`src/rtl/radix_4_otf_converter_pkg.sv`:
```
// Shared definitions for the radix-4 divider quotient path: one-hot digit
// bit positions and the converter FSM states.
package radix_4_pkg;

    localparam int QUO_NEG_2 = 0;
    localparam int QUO_NEG_1 = 1;
    localparam int QUO_ZERO  = 2;
    localparam int QUO_POS_1 = 3;
    localparam int QUO_POS_2 = 4;

    typedef enum logic [1:0] {
        IDLE = 2'd0,
        CONV = 2'd1,
        FIX  = 2'd2,
        DONE = 2'd3
    } conv_state_e;

endpackage

```
`src/rtl/radix_4_otf_converter_if.sv`:
```
// Start / digit / result handshake bundle of the on-the-fly quotient converter.
// The slave side is the converter; the master side is whoever feeds it digits.
interface radix_4_otf_converter_if #(
    parameter int QUO_W  = 64,
    parameter int ITER_W = $clog2(QUO_W/2+1)
);
    logic              start_i;
    logic [ITER_W-1:0] iter_num_i;
    logic              start_rdy_o;
    logic              quo_dig_vld_i;
    logic [4:0]        quo_dig_i;
    logic              rem_neg_i;
    logic              quo_vld_o;
    logic              quo_rdy_i;
    logic [QUO_W-1:0]  quo_o;
    logic              err_o;

    modport master (
        output start_i, iter_num_i, quo_dig_vld_i, quo_dig_i, rem_neg_i, quo_rdy_i,
        input  start_rdy_o, quo_vld_o, quo_o, err_o
    );

    modport slave (
        input  start_i, iter_num_i, quo_dig_vld_i, quo_dig_i, rem_neg_i, quo_rdy_i,
        output start_rdy_o, quo_vld_o, quo_o, err_o
    );

endinterface

```
`src/rtl/radix_4_otf_converter_step.sv`:
```
// One combinational on-the-fly conversion step: folds a one-hot radix-4 digit
// into the (Q, QM = Q-1) pair without a carry-propagate adder.
module radix_4_otf_step
    import radix_4_pkg::*;
#(
    parameter int QUO_W = 64
) (
    input  logic [QUO_W-1:0] q,
    input  logic [QUO_W-1:0] qm,
    input  logic [4:0]       dig,
    output logic [QUO_W-1:0] q_nxt,
    output logic [QUO_W-1:0] qm_nxt,
    output logic             dig_err
);

    // Anything that is not exactly one-hot falls into the zero-digit update.
    always_comb begin
        q_nxt   = {q[QUO_W-3:0], 2'd0};
        qm_nxt  = {qm[QUO_W-3:0], 2'd3};
        dig_err = 1'b0;
        case (dig)
            (5'd1 << QUO_POS_2): begin
                q_nxt  = {q[QUO_W-3:0], 2'd2};
                qm_nxt = {q[QUO_W-3:0], 2'd1};
            end
            (5'd1 << QUO_POS_1): begin
                q_nxt  = {q[QUO_W-3:0], 2'd1};
                qm_nxt = {q[QUO_W-3:0], 2'd0};
            end
            (5'd1 << QUO_ZERO): begin
                q_nxt  = {q[QUO_W-3:0], 2'd0};
                qm_nxt = {qm[QUO_W-3:0], 2'd3};
            end
            (5'd1 << QUO_NEG_1): begin
                q_nxt  = {qm[QUO_W-3:0], 2'd3};
                qm_nxt = {qm[QUO_W-3:0], 2'd2};
            end
            (5'd1 << QUO_NEG_2): begin
                q_nxt  = {qm[QUO_W-3:0], 2'd2};
                qm_nxt = {qm[QUO_W-3:0], 2'd1};
            end
            default: dig_err = 1'b1;
        endcase
    end

endmodule

```
`src/rtl/radix_4_otf_converter.sv`:
```
// On-the-fly radix-4 quotient converter: accumulates one digit per accepted
// cycle, applies the remainder-sign correction and holds the result for handoff.
module radix_4_otf_converter
    import radix_4_pkg::*;
#(
    parameter int QUO_W  = 64,
    parameter int ITER_W = $clog2(QUO_W/2+1)
) (
    input logic                     clk,
    input logic                     rst,
    radix_4_otf_converter_if.slave  bus
);

    conv_state_e       state;
    conv_state_e       state_nxt;
    logic [QUO_W-1:0]  q;
    logic [QUO_W-1:0]  qm;
    logic [QUO_W-1:0]  q_step;
    logic [QUO_W-1:0]  qm_step;
    logic [QUO_W-1:0]  quo;
    logic [ITER_W-1:0] cnt;
    logic              err;
    logic              dig_err;
    logic              start_acc;
    logic              dig_acc;

    assign start_acc = (state == IDLE) && bus.start_i;
    assign dig_acc   = (state == CONV) && bus.quo_dig_vld_i;

    radix_4_otf_step #(.QUO_W(QUO_W)) u_step (
        .q       (q),
        .qm      (qm),
        .dig     (bus.quo_dig_i),
        .q_nxt   (q_step),
        .qm_nxt  (qm_step),
        .dig_err (dig_err)
    );

    always_ff @(posedge clk) begin
        if (rst) state <= IDLE;
        else     state <= state_nxt;
    end

    always_comb begin
        state_nxt = state;
        case (state)
            IDLE: if (bus.start_i)
                      state_nxt = (bus.iter_num_i == '0) ? FIX : CONV;
            CONV: if (bus.quo_dig_vld_i && (cnt == ITER_W'(1)))
                      state_nxt = FIX;
            FIX:  state_nxt = DONE;
            DONE: if (bus.quo_rdy_i)
                      state_nxt = IDLE;
            default: state_nxt = IDLE;
        endcase
    end

    // QM starts at all-ones so that a leading negative digit borrows correctly.
    always_ff @(posedge clk) begin
        if (rst) begin
            q   <= '0;
            qm  <= '0;
            cnt <= '0;
            err <= 1'b0;
            quo <= '0;
        end else begin
            if (start_acc) begin
                q   <= '0;
                qm  <= '1;
                cnt <= bus.iter_num_i;
                err <= 1'b0;
            end else if (dig_acc) begin
                q   <= q_step;
                qm  <= qm_step;
                cnt <= cnt - ITER_W'(1);
                if (dig_err)
                    err <= 1'b1;
            end
            if (state == FIX)
                quo <= bus.rem_neg_i ? qm : q;
        end
    end

    always_comb begin
        bus.start_rdy_o = (state == IDLE);
        bus.quo_vld_o   = (state == DONE);
        bus.quo_o       = quo;
        bus.err_o       = err;
    end

endmodule

```
`src/flat_wrapper.sv`:
```
// flat-port wrapper written by rule: the top's interface ports become plain ports
module radix_4_otf_converter_flat import radix_4_pkg::*;
#(
    parameter int QUO_W  = 64,
    parameter int ITER_W = $clog2(QUO_W/2+1)
)
  (clk, rst, bus_start_i, bus_iter_num_i, bus_quo_dig_vld_i, bus_quo_dig_i, bus_rem_neg_i, bus_quo_rdy_i, bus_start_rdy_o, bus_quo_vld_o, bus_quo_o, bus_err_o);
  radix_4_otf_converter_if #(.QUO_W(QUO_W), .ITER_W(ITER_W)) bus_i ();
  input logic clk;
  input logic rst;
  input wire logic [$bits(bus_i.start_i)-1:0] bus_start_i;
  input wire logic [$bits(bus_i.iter_num_i)-1:0] bus_iter_num_i;
  input wire logic [$bits(bus_i.quo_dig_vld_i)-1:0] bus_quo_dig_vld_i;
  input wire logic [$bits(bus_i.quo_dig_i)-1:0] bus_quo_dig_i;
  input wire logic [$bits(bus_i.rem_neg_i)-1:0] bus_rem_neg_i;
  input wire logic [$bits(bus_i.quo_rdy_i)-1:0] bus_quo_rdy_i;
  output wire logic [$bits(bus_i.start_rdy_o)-1:0] bus_start_rdy_o;
  output wire logic [$bits(bus_i.quo_vld_o)-1:0] bus_quo_vld_o;
  output wire logic [$bits(bus_i.quo_o)-1:0] bus_quo_o;
  output wire logic [$bits(bus_i.err_o)-1:0] bus_err_o;
  assign bus_i.start_i = bus_start_i;
  assign bus_i.iter_num_i = bus_iter_num_i;
  assign bus_i.quo_dig_vld_i = bus_quo_dig_vld_i;
  assign bus_i.quo_dig_i = bus_quo_dig_i;
  assign bus_i.rem_neg_i = bus_rem_neg_i;
  assign bus_i.quo_rdy_i = bus_quo_rdy_i;
  assign bus_start_rdy_o = bus_i.start_rdy_o;
  assign bus_quo_vld_o = bus_i.quo_vld_o;
  assign bus_quo_o = bus_i.quo_o;
  assign bus_err_o = bus_i.err_o;
  radix_4_otf_converter #(.QUO_W(QUO_W), .ITER_W(ITER_W)) u_core (.clk(clk), .rst(rst), .bus(bus_i));
endmodule
```
`config.mk`:
```
export PLATFORM = sky130hd
export DESIGN_NAME = radix_4_otf_converter_flat
export DESIGN_NICKNAME = d
export VERILOG_FILES = /design/src/rtl/radix_4_otf_converter_pkg.sv /design/src/rtl/radix_4_otf_converter_if.sv /design/src/rtl/radix_4_otf_converter_step.sv /design/src/rtl/radix_4_otf_converter.sv /design/src/flat_wrapper.sv
export SDC_FILE = /design/constraint.sdc
export NUM_CORES = 1
export LEC_CHECK = 0
export CORE_MARGIN = 4
export CORE_UTILIZATION = 55
export CTS_CLUSTER_SIZE = 14
export DETAILED_ROUTE_END_ITERATION = 12
export PLACE_DENSITY = 0.78
export SKIP_LAST_GASP = 1
export SLEW_MARGIN = 20
export SYNTH_ARGS = -nofsm -noshare
export SYNTH_HDL_FRONTEND = slang
export SYNTH_SLANG_ARGS = --single-unit
```
`constraint.sdc`:
```
create_clock -name clk -period 2.82 [get_ports clk]
set_input_delay 0.564 -clock clk [delete_from_list [all_inputs] [get_ports clk]]
set_output_delay 0.564 -clock clk [all_outputs]
set_load 0.01 [all_outputs]
```
==> summary.txt <==
Implementation progress

The starting DRC count in detailed routing stands at 583. After layout, the inverter instance count without clock inverters stands at 6. The remaining routing DRC violations stands at 0. STA lists the endpoint of the worst register-to-register path as u_core.qm[2]. The cell resize tally after clock tree synthesis stands at 0. After detailed placement, the design holds a cell count of 1231. The min-delay analysis places its worst path in the category flop to flop. Of all the cell area in the finished design, non-clock buffers hold 0.1029. The flop-to-flop setup slack stands at 0.76 ns. Counting distinct cell types in the post-synthesis netlist gives 40.

The detail-routed via count per cell stands at 5.892. The max capacitance violation total stands at 0. Across every metal layer, demand over resource in global routing totals 0.2210. The global-route wire length before repair stands at 34.54 mm. The share of layout cells above drive strength 1 stands at 0.08065. For reference, the critical path is captured by bus_start_rdy_o. The portion of total power attributed to the clock network stands at 0.314. Per the hold report, the tightest min-delay path originates at u_core.bus.quo_o[48]. In this run, synthesis produced a sequential element count of 201. The floorplan has 46 rows. The number of antenna diodes stands at 0. The latest clock arrival within the worst-skew pair stands at 0.50 ns. The actual transition at the worst max-transition pin stands at 0.5771 ns. Hold analysis lists the worst path endpoint as u_core.bus.quo_o[48]. The critical path required time stands at 2.26 ns. The minimum clock period after layout stands at 2.588 ns. In the synthesized netlist, the cells that appear most often are 201 x dfxtp_1, 135 x nor2_1, 132 x nand2_1. The clock sink count stands at 201. The max-slew check reports its worst relative slack as 0.6153. The gate count after technology mapping stands at 1006. The count of input and output buffers stands at 83. In the layout the commonest cells are 201 x dfxtp_1, 135 x nor2_1, 131 x nand2_1, 126 x mux2i_1, 81 x clkdlybuf4s50_1.

The tree is rooted in a clkbuf_16. The run finished with clean final reports. In this run, the synthesized area fraction spent on and/or/nand/nor cells is recorded as 0.1281. On the critical path, the stage with the largest delay is an instance of clkdlybuf4s50_1. Detailed routing inserted a total of 7483 vias.

The setup-violating endpoint count in the final report stands at 0. The synthesized design contains 0 enable-type register cells. According to the tapcell log, the count of inserted taps is 216.

The layout clock buffer count stands at 35. Summed over all failing endpoints, the final setup total negative slack is 0 ns.
power groups by stage:
stage          combinational [mW]  clock [mW]  sequential (mW)
6_report                     2.20        2.76             3.84
5_1_grt                      2.45        2.91             3.91
4_1_cts                      2.21        2.80             3.83
3_5_place_dp                 2.19           0             3.88
3_3_place_gp                 2.13           0             3.87
2_1_floorplan                1.50           0             3.81
worst reg2reg max path, delay by kind of cell, from the launching register on:
family / cells / cell delay, ns
flip-flops: 1 / 0.32
AND/OR/NAND/NOR: 3 / 0.34
adder cells (fa/ha/maj): 1 / 0.41
AND-OR/OR-AND: 1 / 0.32
buffers and inverters: 2 / 0.55
registers in the layout, indices dropped and copies added, names as in the netlist:
register          count
u_core.bus.quo_o     64
u_core.q             64
u_core.qm            64
u_core.cnt            6
u_core.state          2
u_core.bus.err_o      1
**Cell sizes after repair**

Scale bar: 50 µm.
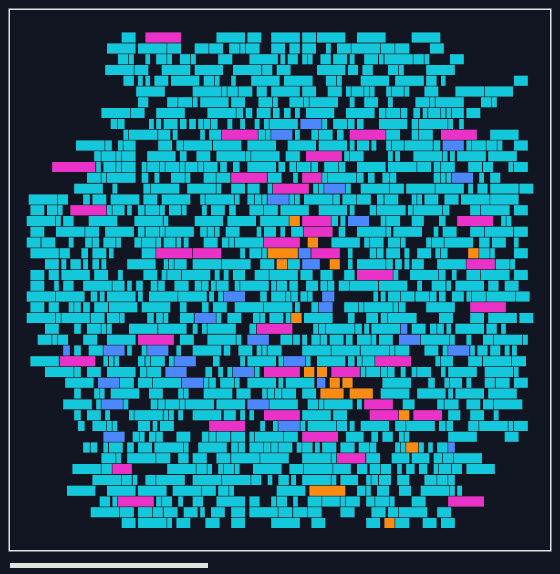
Orange is x3 and x4, cells 17, most used buf_4. Cyan is x1 and smaller, cells 969, most used dfxtp_1. Blue is x2, cells 32, most used a311oi_2. Magenta is x6 and larger, cells 36, most used clkbuf_16.
count of plain and timing-repair buffers in the layout: 103
Setup WS post-layout: 0.2320 ns
Design Area, Final: 10700 µm²
synth-to-layout area growth: 18.41%

**Register map, names as in the netlist**

Scale bar: 50 µm. Other sequential cells in the stronger grey, the rest of the logic in the fainter grey.
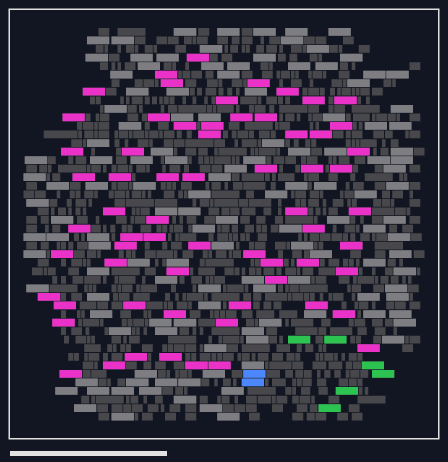
Blue is u_core.state, flops 2. Green is u_core.cnt, flops 6, where south-east. Magenta is u_core.q, flops 64.
Another 129 sequential cells are not coloured.
power of the sequential group: 3.84 mW
sequential portion of the cell area: 0.3762
Storage cell area: 4024 µm²

No activity file was given, so power comes from the tool's default toggle rates.
